File: config.mk
export PLATFORM = sky130hd
export DESIGN_NAME = pipeline_hazard_ctrl
export DESIGN_NICKNAME = d
export VERILOG_FILES = /design/src/rtl/cpu_pkg.sv /design/src/rtl/pipeline_hazard_ctrl_forward_select.sv /design/src/rtl/pipeline_hazard_ctrl.sv
export SDC_FILE = /design/constraint.sdc
export NUM_CORES = 1
export LEC_CHECK = 0
export CORE_MARGIN = 2
export CORE_UTILIZATION = 35
export CTS_CLUSTER_SIZE = 25
export DETAILED_ROUTE_END_ITERATION = 16
export PLACE_DENSITY = 0.73
export REMOVE_ABC_BUFFERS = 1
export SYNTH_ARGS = -nofsm -noshare
export SYNTH_HDL_FRONTEND = slang
export SYNTH_HIERARCHICAL = 1
export SYNTH_SLANG_ARGS = --single-unit
File: constraint.sdc
create_clock -name clock -period 2.75 [get_ports clock]
set_clock_uncertainty 0.05 [all_clocks]
set_input_delay 0.55 -clock clock [delete_from_list [all_inputs] [get_ports clock]]
set_output_delay 0.55 -clock clock [all_outputs]
set_load 0.01 [all_outputs]
File: src/rtl/cpu_pkg.sv
// Shared types for the pipelined CPU control path.
// Covers the forwarding mux encoding and the data-memory wait FSM states.
package cpu_pkg;

    typedef enum logic [1:0] {
        FWD_REG = 2'b00,
        FWD_WB  = 2'b01,
        FWD_M   = 2'b10
    } fwd_sel_t;

    typedef enum logic {
        MEM_IDLE = 1'b0,
        MEM_WAIT = 1'b1
    } mem_state_t;

    localparam int WAIT_CNT_W = 16;

endpackage

File: src/rtl/pipeline_hazard_ctrl_forward_select.sv
// Forwarding comparator for one Execute source operand.
// The M stage wins over WB because it holds the younger result.
module forward_select
    import cpu_pkg::*;
#(
    parameter int ADDRESSWIDTH = 4,
    parameter int HARDZERO     = 0
) (
    input  logic [ADDRESSWIDTH-1:0] src_addr,
    input  logic [ADDRESSWIDTH-1:0] dest_addr_m,
    input  logic                    write_en_m,
    input  logic [ADDRESSWIDTH-1:0] dest_addr_wb,
    input  logic                    write_en_wb,
    output logic [1:0]              fwd_sel
);

    fwd_sel_t sel;
    logic     src_is_zero;

    assign src_is_zero = (HARDZERO != 0) && (src_addr == '0);

    always_comb begin
        sel = FWD_REG;
        if (!src_is_zero) begin
            if (write_en_m && (dest_addr_m == src_addr)) begin
                sel = FWD_M;
            end else if (write_en_wb && (dest_addr_wb == src_addr)) begin
                sel = FWD_WB;
            end
        end
    end

    assign fwd_sel = sel;

endmodule

File: src/rtl/pipeline_hazard_ctrl.sv
// Hazard/forwarding controller: forwarding, load-use, branch flush, memory wait with timeout.
// Optional saturating perf counters are built only when HAZARD_PERF_EN is defined.
module pipeline_hazard_ctrl
    import cpu_pkg::*;
#(
    parameter int ADDRESSWIDTH = 4,
    parameter int MEM_TIMEOUT  = 255,
    parameter int CNTWIDTH     = 16,
    parameter int HARDZERO     = 0
) (
    input  logic                    clock,
    input  logic                    reset,
    input  logic [ADDRESSWIDTH-1:0] reg1AddressD,
    input  logic [ADDRESSWIDTH-1:0] reg2AddressD,
    input  logic                    useReg1D,
    input  logic                    useReg2D,
    input  logic [ADDRESSWIDTH-1:0] reg1AddressE,
    input  logic [ADDRESSWIDTH-1:0] reg2AddressE,
    input  logic [ADDRESSWIDTH-1:0] regDestinationAddressE,
    input  logic                    writeEnableE,
    input  logic                    isLoadE,
    input  logic [ADDRESSWIDTH-1:0] regDestinationAddressM,
    input  logic [ADDRESSWIDTH-1:0] regDestinationAddressWB,
    input  logic                    writeEnableM,
    input  logic                    writeEnableWB,
    input  logic                    memReqM,
    input  logic                    memReadyM,
    input  logic                    takeBranchE,
    output logic [1:0]              data1ForwardSelectorE,
    output logic [1:0]              data2ForwardSelectorE,
    output logic                    stallF,
    output logic                    stallD,
    output logic                    stallE,
    output logic                    stallM,
    output logic                    flushD,
    output logic                    flushE,
    output logic                    flushWB,
    output logic                    memError,
    output logic [CNTWIDTH-1:0]     stallCount,
    output logic [CNTWIDTH-1:0]     flushCount
);

    localparam logic [WAIT_CNT_W-1:0] TIMEOUT_LAST = WAIT_CNT_W'(MEM_TIMEOUT - 1);

    mem_state_t            state_q, state_d;
    logic [WAIT_CNT_W-1:0] wait_cnt_q, wait_cnt_d;
    logic                  mem_error_q, mem_error_d;
    logic                  timeout, mem_stall, lw_hit, lw_stall, branch_flush;
    logic                  unused_write_enable_e;

    // A load always writes its destination, so the hazard keys on isLoadE alone.
    assign unused_write_enable_e = writeEnableE;

    forward_select #(.ADDRESSWIDTH(ADDRESSWIDTH), .HARDZERO(HARDZERO)) u_fwd1 (
        .src_addr     (reg1AddressE),
        .dest_addr_m  (regDestinationAddressM),
        .write_en_m   (writeEnableM),
        .dest_addr_wb (regDestinationAddressWB),
        .write_en_wb  (writeEnableWB),
        .fwd_sel      (data1ForwardSelectorE)
    );

    forward_select #(.ADDRESSWIDTH(ADDRESSWIDTH), .HARDZERO(HARDZERO)) u_fwd2 (
        .src_addr     (reg2AddressE),
        .dest_addr_m  (regDestinationAddressM),
        .write_en_m   (writeEnableM),
        .dest_addr_wb (regDestinationAddressWB),
        .write_en_wb  (writeEnableWB),
        .fwd_sel      (data2ForwardSelectorE)
    );

    always_ff @(posedge clock or negedge reset) begin
        if (!reset) begin
            state_q     <= MEM_IDLE;
            wait_cnt_q  <= '0;
            mem_error_q <= 1'b0;
        end else begin
            state_q     <= state_d;
            wait_cnt_q  <= wait_cnt_d;
            mem_error_q <= mem_error_d;
        end
    end

    assign timeout = (state_q == MEM_WAIT) && (wait_cnt_q == TIMEOUT_LAST);

    always_comb begin
        state_d     = state_q;
        wait_cnt_d  = wait_cnt_q;
        mem_error_d = mem_error_q;
        case (state_q)
            MEM_IDLE: begin
                if (memReqM && !memReadyM) begin
                    state_d    = MEM_WAIT;
                    wait_cnt_d = '0;
                end
            end
            MEM_WAIT: begin
                if (memReadyM) begin
                    state_d = MEM_IDLE;
                end else if (timeout) begin
                    state_d     = MEM_IDLE;
                    mem_error_d = 1'b1;
                end else begin
                    wait_cnt_d = wait_cnt_q + WAIT_CNT_W'(1);
                end
            end
            default: state_d = MEM_IDLE;
        endcase
    end

    // The IDLE term stalls the first cycle of a slow access before the FSM has moved.
    always_comb begin
        mem_stall = ((state_q == MEM_IDLE) && memReqM && !memReadyM)
                  || ((state_q == MEM_WAIT) && !memReadyM && !timeout);
        lw_hit    = isLoadE
                  && !((HARDZERO != 0) && (regDestinationAddressE == '0))
                  && ((useReg1D && (regDestinationAddressE == reg1AddressD))
                   || (useReg2D && (regDestinationAddressE == reg2AddressD)));
        lw_stall     = lw_hit && !mem_stall;
        branch_flush = takeBranchE && !mem_stall;

        stallF   = mem_stall || (lw_stall && !branch_flush);
        stallD   = mem_stall || (lw_stall && !branch_flush);
        stallE   = mem_stall;
        stallM   = mem_stall;
        flushD   = branch_flush;
        flushE   = branch_flush || lw_stall;
        flushWB  = mem_stall;
        memError = mem_error_q;
    end

`ifdef HAZARD_PERF_EN
    logic [CNTWIDTH-1:0] stall_count_q, stall_count_d;
    logic [CNTWIDTH-1:0] flush_count_q, flush_count_d;

    always_comb begin
        stall_count_d = stall_count_q;
        flush_count_d = flush_count_q;
        if (stallD && (stall_count_q != '1)) begin
            stall_count_d = stall_count_q + CNTWIDTH'(1);
        end
        if ((flushD || flushE) && (flush_count_q != '1)) begin
            flush_count_d = flush_count_q + CNTWIDTH'(1);
        end
    end

    always_ff @(posedge clock or negedge reset) begin
        if (!reset) begin
            stall_count_q <= '0;
            flush_count_q <= '0;
        end else begin
            stall_count_q <= stall_count_d;
            flush_count_q <= flush_count_d;
        end
    end

    assign stallCount = stall_count_q;
    assign flushCount = flush_count_q;
`else
    assign stallCount = '0;
    assign flushCount = '0;
`endif

endmodule

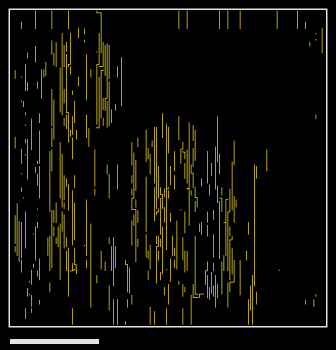
run_1/layer_met2.png
Bar = 20 um.
main direction: vertical
longest straight run: 28.2 um
nets with wire on the layer: 244
share of all routed wire: 47%

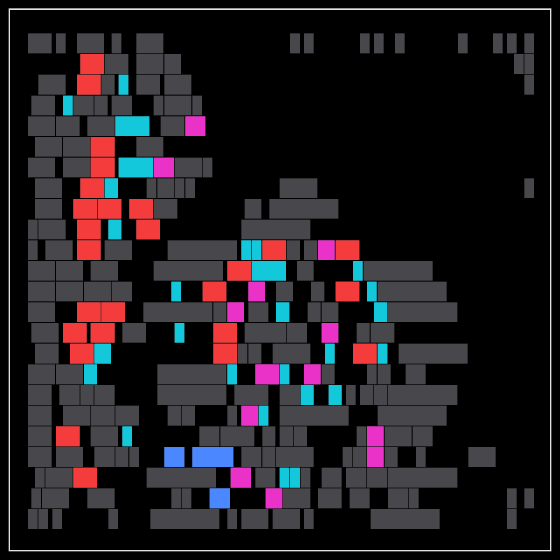
run_1/logic_types.png
| colour | family | cells |
|---|---|---|
| cyan | nor cells | 27 |
| red | xor and xnor cells | 26 |
| magenta | and/or cells | 13 |
| blue | non-inverting ao/oa cells | 3 |
Finished Layout Cells: 296
Commonest Layout Cell: clkdlybuf4s50_1
multi-input gate share of total cell area: 0.442

==> deck_impl_summary.md, run 1 <==
Flow Results at a Glance

Logic synthesis
  – Comb area leader: simple AND/OR/NAND/NOR gates
  – Yosys stat area: between 1500 and 2000 um^2
  – Fraction of registers with async set/reset: 1.00
  – Cells after Synth: ~190
  – Adder Share, Synth: 0.0159
  – Yosys xor share: 0.145
  – EDFF count, synth: 0
  – Yosys stat cell total: 185

Run
  – Log Warnings: 28
  – Max-Cap Viols: 0

Global route
  – GRT Resource Usage Total: 0.129
  – GRT Max-Usage Layer: met2
  – Met2 global-route usage: 0.215

Final timing
  – Fmax: 374 MHz
  – RSZ-0062 raised after global routing: yes
  – Tmin final: 2.68 ns
  – # setup viols final: 0
  – Rel. slew slack: 0.473
  – Worst setup margin: 0.0745 ns

Critical path
  – Worst R2R End: wait_cnt_q[4]$_DFFE_PN0P_
  – Worst path slowest cell: dfrtp_1
  – Worst Path Buf+Inv: 1
  – Largest stage delay, worst path: 0.41 ns
  – CP Max Fanout: 5
  – Reg-to-reg startpoint: wait_cnt_q[14]$_DFFE_PN0P_
  – CP arrival: 2.08 ns
  – Crit path capture type: primary output
  – Crit path from: wait_cnt_q[14]$_DFFE_PN0P_
  – Worst setup path end: stallD

Power
  – Pint: 0.494 mW
  – Combinational Power Share: 0.328
  – Sequential group share of total power: 0.413
  – Sw frac: 0.292

Clock tree
  – Clk_lat worst skew: 0.25 ns
  – Hold buffer count at CTS: 0
  – Clk sinks: 18

Floorplanning
  – Die X: 71.0 um
  – Die H: slightly above 70 um
  – Chip area: between 5000 and 6000 um^2

Drt
  – First-pass DRT Iterations: 4
  – Remaining DRCs: 0
  – DR vias/cell: 4.61

Placement
  – Placed Cells: 290
  – RD Place Congestion: a little under 0.8

Layout
  – Area growth, synth to finish: 33.4%
  – # diodes: 0
  – Fillers: 418
  – Comb area: just over 900 um^2
  – Nets: 287

Outcome
  – Status: completed
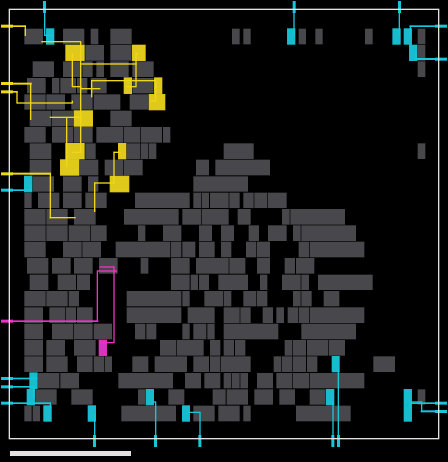
run_1/io_fan.png
Bar = 20 um.
| colour | port | bits | direction | edge | end cells | buffers | wire |
|---|---|---|---|---|---|---|---|
| magenta | `flushD` | 1 | output | left | 1 | 1 | 42.8 um |
| cyan | `flushCount` | 16 | output | 5 bottom, 4 right, 4 left, 3 top | 16 | 0 | 85.2 um |
| yellow | `reg1AddressE` | 4 | input | left | 10 | 5 | 141 um |
IO Pins: 83
Buffers on Ports: 49

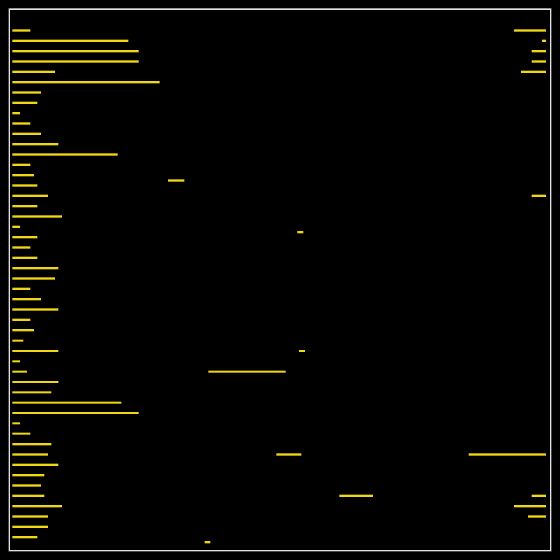
run_1/layer_met3.png
share of all routed wire: 9.8%
wire length on this layer: 309 um
met3 usage: 0.0299
routed wire length: 3170 um
vias: 1365

-- run 1: metrics by stage --
stage	cell area (um^2)	hold slack, ns	total power [mW]	setup TNS [ns]	utilization
after floorplan	1410	0.204	0.395	0	-
after global placement	2050	0.389	0.523	-0.717	0.471
after detailed placement	2050	0.398	0.526	-0.761	0.471
after CTS	2080	0.413	0.698	0	0.478
after global routing	2100	0.447	0.737	-0.0645	0.482
final	2100	0.404	0.698	0	0.482
-- run 1: sequential cells by signal, summed over array words and instances, names as in the netlist --
register,count
wait_cnt_q,16
memError,1
state_q,1
-- run 1: worst min-delay path by stage --
stage | endpoint | slack, ns | start
after floorplan | memError$_DFFE_PN0P_ | 0.20 | reset
after global placement | memError$_DFFE_PN0P_ | 0.39 | memError$_DFFE_PN0P_
after detailed placement | memError$_DFFE_PN0P_ | 0.40 | memError$_DFFE_PN0P_
after CTS | memError$_DFFE_PN0P_ | 0.41 | memError$_DFFE_PN0P_
after global routing | memError$_DFFE_PN0P_ | 0.45 | memError$_DFFE_PN0P_
final | memError$_DFFE_PN0P_ | 0.40 | memError$_DFFE_PN0P_
-- run 1: Yosys cell counts (4+ instances only) --
cell type  number  area [um^2]
dfrtp_1        18          450
and3_1          4         25.0
a21oi_1         4         20.0
nand2_1         5         18.8
nor3_1          7         35.0
nor2_1         16         60.1
nand4_1         4         25.0
xor2_1         22          193
nand3_1        13         65.1
buf_4          36          270
xnor2_1         4         35.0
o21ai_0         5         25.0
inv_1           9         33.8
-- run 1: power by group through the flow --
| stage | clock network, mW | registers [mW] | logic, mW |
|---|---|---|---|
| after floorplan | 0 | 0.292 | 0.103 |
| after global placement | 0 | 0.293 | 0.231 |
| after detailed placement | 0 | 0.293 | 0.233 |
| after CTS | 0.185 | 0.288 | 0.224 |
| after global routing | 0.195 | 0.289 | 0.253 |
| final | 0.181 | 0.288 | 0.229 |
-- run 1: what timing repair did --
action,4_1_cts,5_1_grt
resized,12,0
pin swaps,1,2
buffers inserted,1,2
setup endpoints to repair,11,2
cloned,0,0
-- run 1: per-layer routing --
layer,share of wire,vias up,wire length (um)
met5,0,-,0
met4,0.016,0,51
met1,0.42,603,1330
met2,0.47,69,1470
met3,0.097,5,308
li1,-,688,-
-- run 1: area by class of cell --
type | count | area share
Sequential cell | 18 | 0.215
Inverter | 9 | 0.0161
Timing Repair Buffer | 63 | 0.277
Multi-Input combinational cell | 151 | 0.442
Tap cell | 52 | 0.0310
Clock buffer | 3 | 0.0197
-- run 1: placed cells by master (no fill, tap or decap), types with 2 or more instances in the layout --
master / count
clkbuf_8: 3
nor3_1: 7
a222oi_1: 2
inv_1: 9
xor2_1: 22
ha_1: 2
conb_1: 32
o31ai_1: 2
dfrtp_1: 18
or3_1: 2
clkdlybuf4s50_1: 37
and3_1: 4
a41oi_1: 2
dlygate4sd2_1: 12
nor3b_2: 2
o21ai_0: 5
o2111ai_1: 2
xnor2_1: 4
nand2b_1: 2
a21oi_1: 4
and2_1: 2
nand4_1: 4
buf_4: 14
a21o_1: 2
nand3_1: 13
or2b_1: 2
nand2_1: 5
nor2_1: 16
==> run 1 -> run 2 <==
--- a/config.mk
+++ b/config.mk
@@ -11,6 +11,7 @@
 export DETAILED_ROUTE_END_ITERATION = 16
 export PLACE_DENSITY = 0.73
 export REMOVE_ABC_BUFFERS = 1
+export SLEW_MARGIN = 5
 export SYNTH_ARGS = -nofsm -noshare
 export SYNTH_HDL_FRONTEND = slang
 export SYNTH_HIERARCHICAL = 1
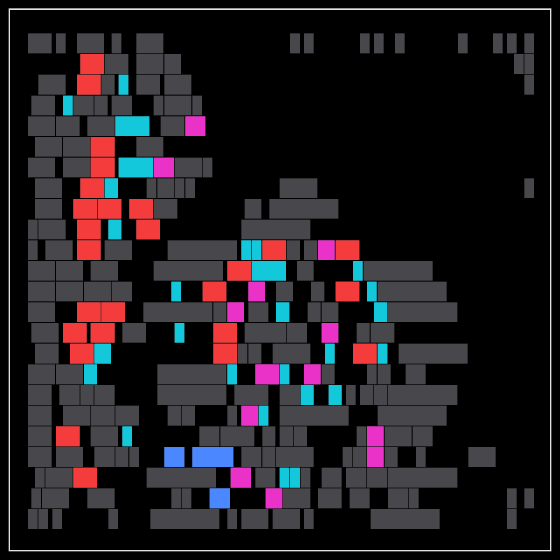
run_2/logic_types.png
| colour | family | cells |
|---|---|---|
| blue | non-inverting ao/oa cells | 3 |
| cyan | nor cells | 27 |
| magenta | and/or cells | 13 |
| red | xor and xnor cells | 26 |

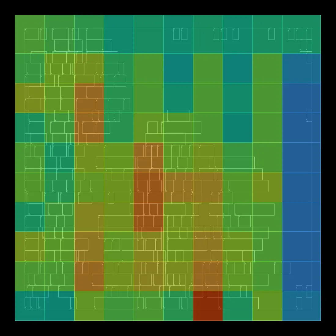
run_2/congestion.png
met2 global-route usage: 0.215
Layout Utilization: 0.482
M1 GR Usage: 0.163
Wirelength per Cell: 10.7 um

==> deck_impl_summary.md, run 2 <==
Flow Results at a Glance

Floorplanning
  – Chip area: 5050 um^2 (unchanged)
  – Die X: 71.0 um (unchanged)

Critical path
  – CP arrival: 2.08 ns (about the same)
  – Crit path capture type: primary output (unchanged)
  – Largest stage delay, worst path: 0.41 ns (about the same)
  – Worst Path Buf+Inv: 1 (unchanged)
  – Worst path slowest cell: dfrtp_1 (unchanged)

Logic synthesis
  – Yosys stat cell total: 185 (unchanged)
  – Fraction of registers with async set/reset: 1.00 (unchanged)
  – Synth area leader: dfrtp_1 (unchanged)
  – EDFF count, synth: 0 (unchanged)
  – Area leader share: 0.286 (unchanged)
  – Count leader, synth: buf_4 (unchanged)
  – Main area contributors: dfrtp_1 29%, buf_4 17%, xor2_1 12%, nand3_1 4.1%, nor2_1 3.8% (unchanged)
  – Yosys stat area: 1570 um^2 (unchanged)

Placement
  – Placed inst area: 2050 um^2 (unchanged)
  – RD Place Congestion: 0.795 (unchanged)
  – Buffers on Ports: 49 (unchanged)

Layout
  – Most numerous logic cells after layout: 37 x clkdlybuf4s50_1, 32 x conb_1, 22 x xor2_1 (unchanged)
  – Post-route cell area: 2100 um^2 (unchanged)
  – Max reg flops: 16 (unchanged)
  – Biggest register: wait_cnt_q (unchanged)
  – Area growth, synth to finish: 33.4% (unchanged)
  – Nets: 287 (unchanged)
  – # diodes: 0 (unchanged)

Global route
  – Met3 usage: 0.0299 (unchanged)
  – GRT Max-Usage Layer: met2 (unchanged)
  – GRT Resource Usage Total: 0.129 (unchanged)

Run
  – Max-Cap Viols: 0 (unchanged)

Drt
  – First-pass DRT Iterations: 4 (unchanged)
  – Remaining DRCs: 0 (unchanged)
  – Vias: 1365 (unchanged)
  – Routed wire length: 3170 um (unchanged)

Clock tree
  – Clk_lat worst skew: 0.25 ns (about the same)
  – Clk sinks: 18 (unchanged)
  – Hold buffer count at CTS: 0 (unchanged)

Final timing
  – Tmin final: 2.68 ns (unchanged)
  – RSZ-0062 raised after global routing: yes (unchanged)
  – Rel. slew slack: 0.473 (unchanged)
  – # setup viols final: 0 (unchanged)
  – Fmax: 374 MHz (unchanged)

Outcome
  – Status: completed (unchanged)
run 2: cell counts after synthesis:
No cell type changed its count.
run 2: worst paths after layout:
path | from | endpoint | cells after the start | slack, ns
min | memError$_DFFE_PN0P_ | memError$_DFFE_PN0P_ | 1 | 0.40
max reg2reg | wait_cnt_q[14]$_DFFE_PN0P_ | wait_cnt_q[4]$_DFFE_PN0P_ | 7 | 0.75
max | wait_cnt_q[14]$_DFFE_PN0P_ | stallD | 6 | 0.07
min reg2reg | memError$_DFFE_PN0P_ | memError$_DFFE_PN0P_ | 1 | 0.40
max in group asynchronous | reset | wait_cnt_q[15]$_DFFE_PN0P_ | 1 | 1.45
min in group asynchronous | reset | wait_cnt_q[2]$_DFFE_PN0P_ | 1 | 0.70
run 2: power by group:
group | internal (mW) | switching [mW] | leakage [nW] | total (mW)
combinational | 0.120 | 0.109 | 0.733 | 0.229
sequential | 0.277 | 0.0118 | 0.248 | 0.288
clock | 0.0973 | 0.0833 | 0.0216 | 0.181
total | 0.494 | 0.204 | 1.00 | 0.698
run 2: routing by layer:
metal	vias up	part of all wire
li1	688	-
met1	603	0.42
met2	69	0.47
met3	5	0.097
met4	0	0.016
met5	-	0
run 2: cells by family (layout without fill, tap and decap cells):
| kind of cell | after synthesis | count (layout) | share of synthesized area |
|---|---|---|---|
| fa+ha+maj | 2 | 2 | 0.0159 |
| simple gates | 67 | 67 | 0.242 |
| buf+inv | 47 | 75 | 0.198 |
| xor+xnor | 26 | 26 | 0.145 |
| other cells | 1 | 32 | 0.00238 |
| flops | 18 | 18 | 0.286 |
| compound gates | 24 | 24 | 0.111 |
run 2: area by class of cell:
cell class,count,area (um^2)
tap,52,65.1
sequential,18,450
fill,418,2260
inverter,9,33.8
timing repair buffer,63,581
multi-input combinational,151,927
clock buffer,3,41.3
run 2: repair_timing:
action | in CTS | in global routing
setup endpoints to repair | 11 | 2
pin swaps | 1 | 2
gates resized | 12 | 0
buffers inserted | 1 | 2
hold endpoints to repair | 0 | 0
run 2: per-stage QoR:
stage,utilization,cells,power (mW),TNS (ns),setup WS [ns]
after floorplan,-,178,0.395,0,0.472
after global placement,0.471,290,0.523,-0.717,-0.183
after detailed placement,0.471,290,0.526,-0.761,-0.188
after CTS,0.478,294,0.698,0,0.0712
after global routing,0.482,296,0.737,-0.0645,-0.0325
final,0.482,296,0.698,0,0.0745
run 2: worst register-to-register path, stage by stage (launching register included):
cell      delay [ns]
dfrtp_1         0.41
nor4_2          0.31
nand4b_2        0.14
buf_4           0.15
buf_4           0.15
nor2_1          0.38
o311ai_0        0.21
o31ai_1         0.10
run_2/layer_met2.png
Bar = 20 um.
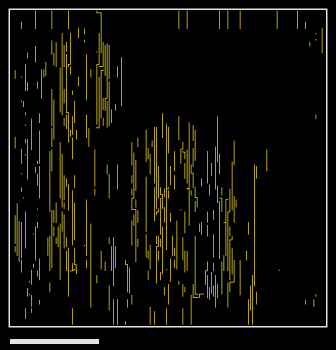

==> run 2 -> run 3 <==
--- a/config.mk
+++ b/config.mk
@@ -5,11 +5,13 @@
 export SDC_FILE = /design/constraint.sdc
 export NUM_CORES = 1
 export LEC_CHECK = 0
+export CELL_PAD_IN_SITES_DETAIL_PLACEMENT = 1
+export CELL_PAD_IN_SITES_GLOBAL_PLACEMENT = 1
 export CORE_MARGIN = 2
-export CORE_UTILIZATION = 35
+export CORE_UTILIZATION = 28
 export CTS_CLUSTER_SIZE = 25
 export DETAILED_ROUTE_END_ITERATION = 16
-export PLACE_DENSITY = 0.73
+export PLACE_DENSITY_LB_ADDON = 0.1
 export REMOVE_ABC_BUFFERS = 1
 export SLEW_MARGIN = 5
 export SYNTH_ARGS = -nofsm -noshare
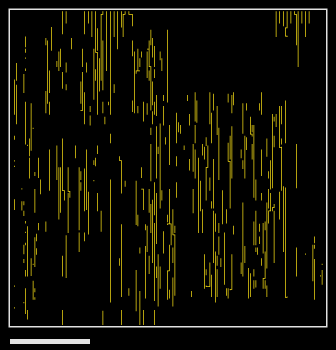
run_3/layer_met2.png
Bar = 20 um.
main direction: vertical
longest straight run: 30.6 um
vias: 1410
met2 global-route usage: 0.221
routed wire length: 3820 um

==> deck_impl_summary.md, run 3 <==
Flow Results at a Glance

Floorplanning
  – Die X: 78.9 um (was 71.0 um)
  – Chip area: 6230 um^2 (was 5050 um^2)
  – Die H: 78.9 um (was 71.0 um)
  – IO Pins: 83 (unchanged)

Critical path
  – CP arrival: 2.05 ns (was 2.08 ns)
  – Worst R2R End: wait_cnt_q[5]$_DFFE_PN0P_ (was wait_cnt_q[4]$_DFFE_PN0P_)
  – Reg2Reg Setup Slack: 0.83 ns (was 0.75 ns)
  – R2R depth: 6 (was 7)
  – Worst Path Buf+Inv: 2 (was 1)
  – CP Max Fanout: 5 (unchanged)

Final timing
  – Fmax: 377 MHz (was 374 MHz)
  – # setup viols final: 0 (unchanged)
  – Tmin final: 2.65 ns (was 2.68 ns)
  – RSZ-0062 raised after global routing: yes (unchanged)
  – Rel. slew slack: 0.656 (was 0.473)

Placement
  – RD Place Congestion: 0.701 (was 0.795)
  – Placed Cells: 316 (was 290)

Min path
  – Worst hold stages: 1 (unchanged)

Power
  – Sw frac: 0.304 (was 0.292)
  – Power Total: 0.720 mW (was 0.698 mW)
  – Sw Pwr: 0.219 mW (was 0.204 mW)
  – Combinational Power Share: 0.340 (was 0.328)
  – Sequential group share of total power: 0.400 (was 0.413)
  – Pint: 0.502 mW (was 0.494 mW)
  – Power share of the clock group: 0.260 (was 0.259)

Layout
  – Nets: 295 (was 287)
  – Max reg flops: 16 (unchanged)
  – Most numerous logic cells after layout: 36 x clkdlybuf4s50_1, 32 x conb_1, 22 x xor2_1 (was 37 x clkdlybuf4s50_1, 32 x conb_1, 22 x xor2_1)
  – Area growth, synth to finish: 42.4% (was 33.4%)
  – Fillers: 676 (was 418)
  – Layout Utilization: 0.409 (was 0.482)

Logic synthesis
  – Yosys stat area: 1570 um^2 (unchanged)
  – Cells after Synth: 185 (unchanged)
  – Fraction of registers with async set/reset: 1.00 (unchanged)
  – Main area contributors: dfrtp_1 29%, buf_4 17%, xor2_1 12%, nand3_1 4.1%, nor2_1 3.8% (unchanged)

Drt
  – Remaining DRCs: 0 (unchanged)
  – Wirelength per Cell: 11.8 um (was 10.7 um)

Outcome
  – Status: completed (unchanged)

Clock tree
  – Clk sinks: 18 (unchanged)

Run
  – Log Warnings: 29 (was 28)
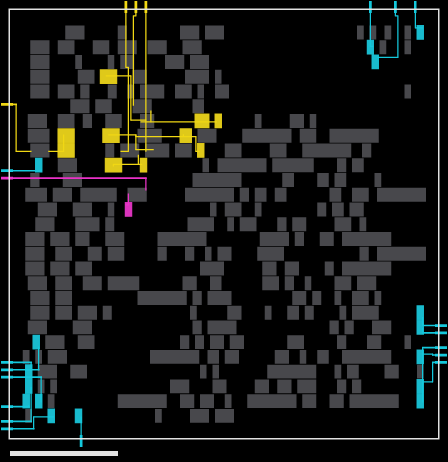
run_3/io_fan.png
Bar = 20 um.
| colour | port | bits | direction | edge | end cells | buffers | wire |
|---|---|---|---|---|---|---|---|
| yellow | `reg1AddressE` | 4 | input | 3 top, 1 left | 10 | 5 | 154 um |
| magenta | `flushD` | 1 | output | left | 1 | 1 | 29.3 um |
| cyan | `flushCount` | 16 | output | 7 left, 5 right, 3 top, 1 bottom | 16 | 0 | 108 um |

## run 3: cell count changes in the layout (fill, tap and decap cells not counted), moves of 2 or more
cell             previous run  this run
dlymetal6s2s_1              0         2
clkdlybuf4s15_1             0         6
buf_6                       0         2
buf_4                      14        21
clkbuf_2                    0         2
dlygate4sd2_1              12         2
## run 3: power groups by stage
stage	Combinational, mW	Clock [mW]	Sequential [mW]
2_1_floorplan	0.103	0	0.292
3_3_place_gp	0.241	0	0.293
3_5_place_dp	0.242	0	0.293
4_1_cts	0.236	0.198	0.288
5_1_grt	0.272	0.219	0.290
6_report	0.245	0.188	0.288
## run 3: stage by stage
step | cell area, um^2 | setup WS (ns)
2_1_floorplan | 1410 | 0.472
3_3_place_gp | 2120 | -0.192
3_5_place_dp | 2120 | -0.235
4_1_cts | 2160 | -0.115
5_1_grt | 2240 | -0.0115
6_report | 2240 | 0.0975
## run 3: final cells by class
type	instances	area [um^2]	area share
timing repair buffer	71	653	0.292
tap	72	90.1	0.0402
multi-input combinational	151	971	0.434
sequential	18	450	0.201
clock buffer	3	41.3	0.0184
inverter	9	33.8	0.0151
## run 3: logic make-up (layout without fill, tap and decap cells)
group / Yosys count / after routing / synth area share
buf+inv: 47 / 83 / 0.198
simple gates: 67 / 67 / 0.242
fa+ha+maj: 2 / 2 / 0.0159
other cells: 1 / 32 / 0.00238
flops: 18 / 18 / 0.286
xor+xnor: 26 / 26 / 0.145
compound gates: 24 / 24 / 0.111
## run 3: worst max path at each step
stage / start / endpoint / slack, ns / depth (start not counted)
2_1_floorplan: wait_cnt_q[14]$_DFFE_PN0P_ / stallD / 0.47 / 5
3_3_place_gp: regDestinationAddressE[0] / stallD / -0.19 / 7
3_5_place_dp: regDestinationAddressE[0] / stallF / -0.23 / 7
4_1_cts: wait_cnt_q[15]$_DFFE_PN0P_ / stallF / -0.12 / 7
5_1_grt: wait_cnt_q[14]$_DFFE_PN0P_ / stallF / -0.01 / 7
6_report: wait_cnt_q[14]$_DFFE_PN0P_ / stallF / 0.1 / 7
## run 3: timing repair
item / in CTS / in global routing
resized: 11 / 24
buffers inserted: 2 / 3
pin swaps: 2 / 5
setup endpoints to repair: 11 / 9
hold buffers: 0 / 0
## run 3: metal layers
layer | vias to the layer above | track usage | share of wire
met2 | 60 | 0.221 | 0.49
met3 | 2 | 0.0352 | 0.068
met5 | - | 0 | 0
li1 | 699 | - | -
met1 | 649 | 0.159 | 0.44
met4 | 0 | 0.0310 | 0.0037
Power figures rest on the tool's default switching activity, not on a simulated workload.
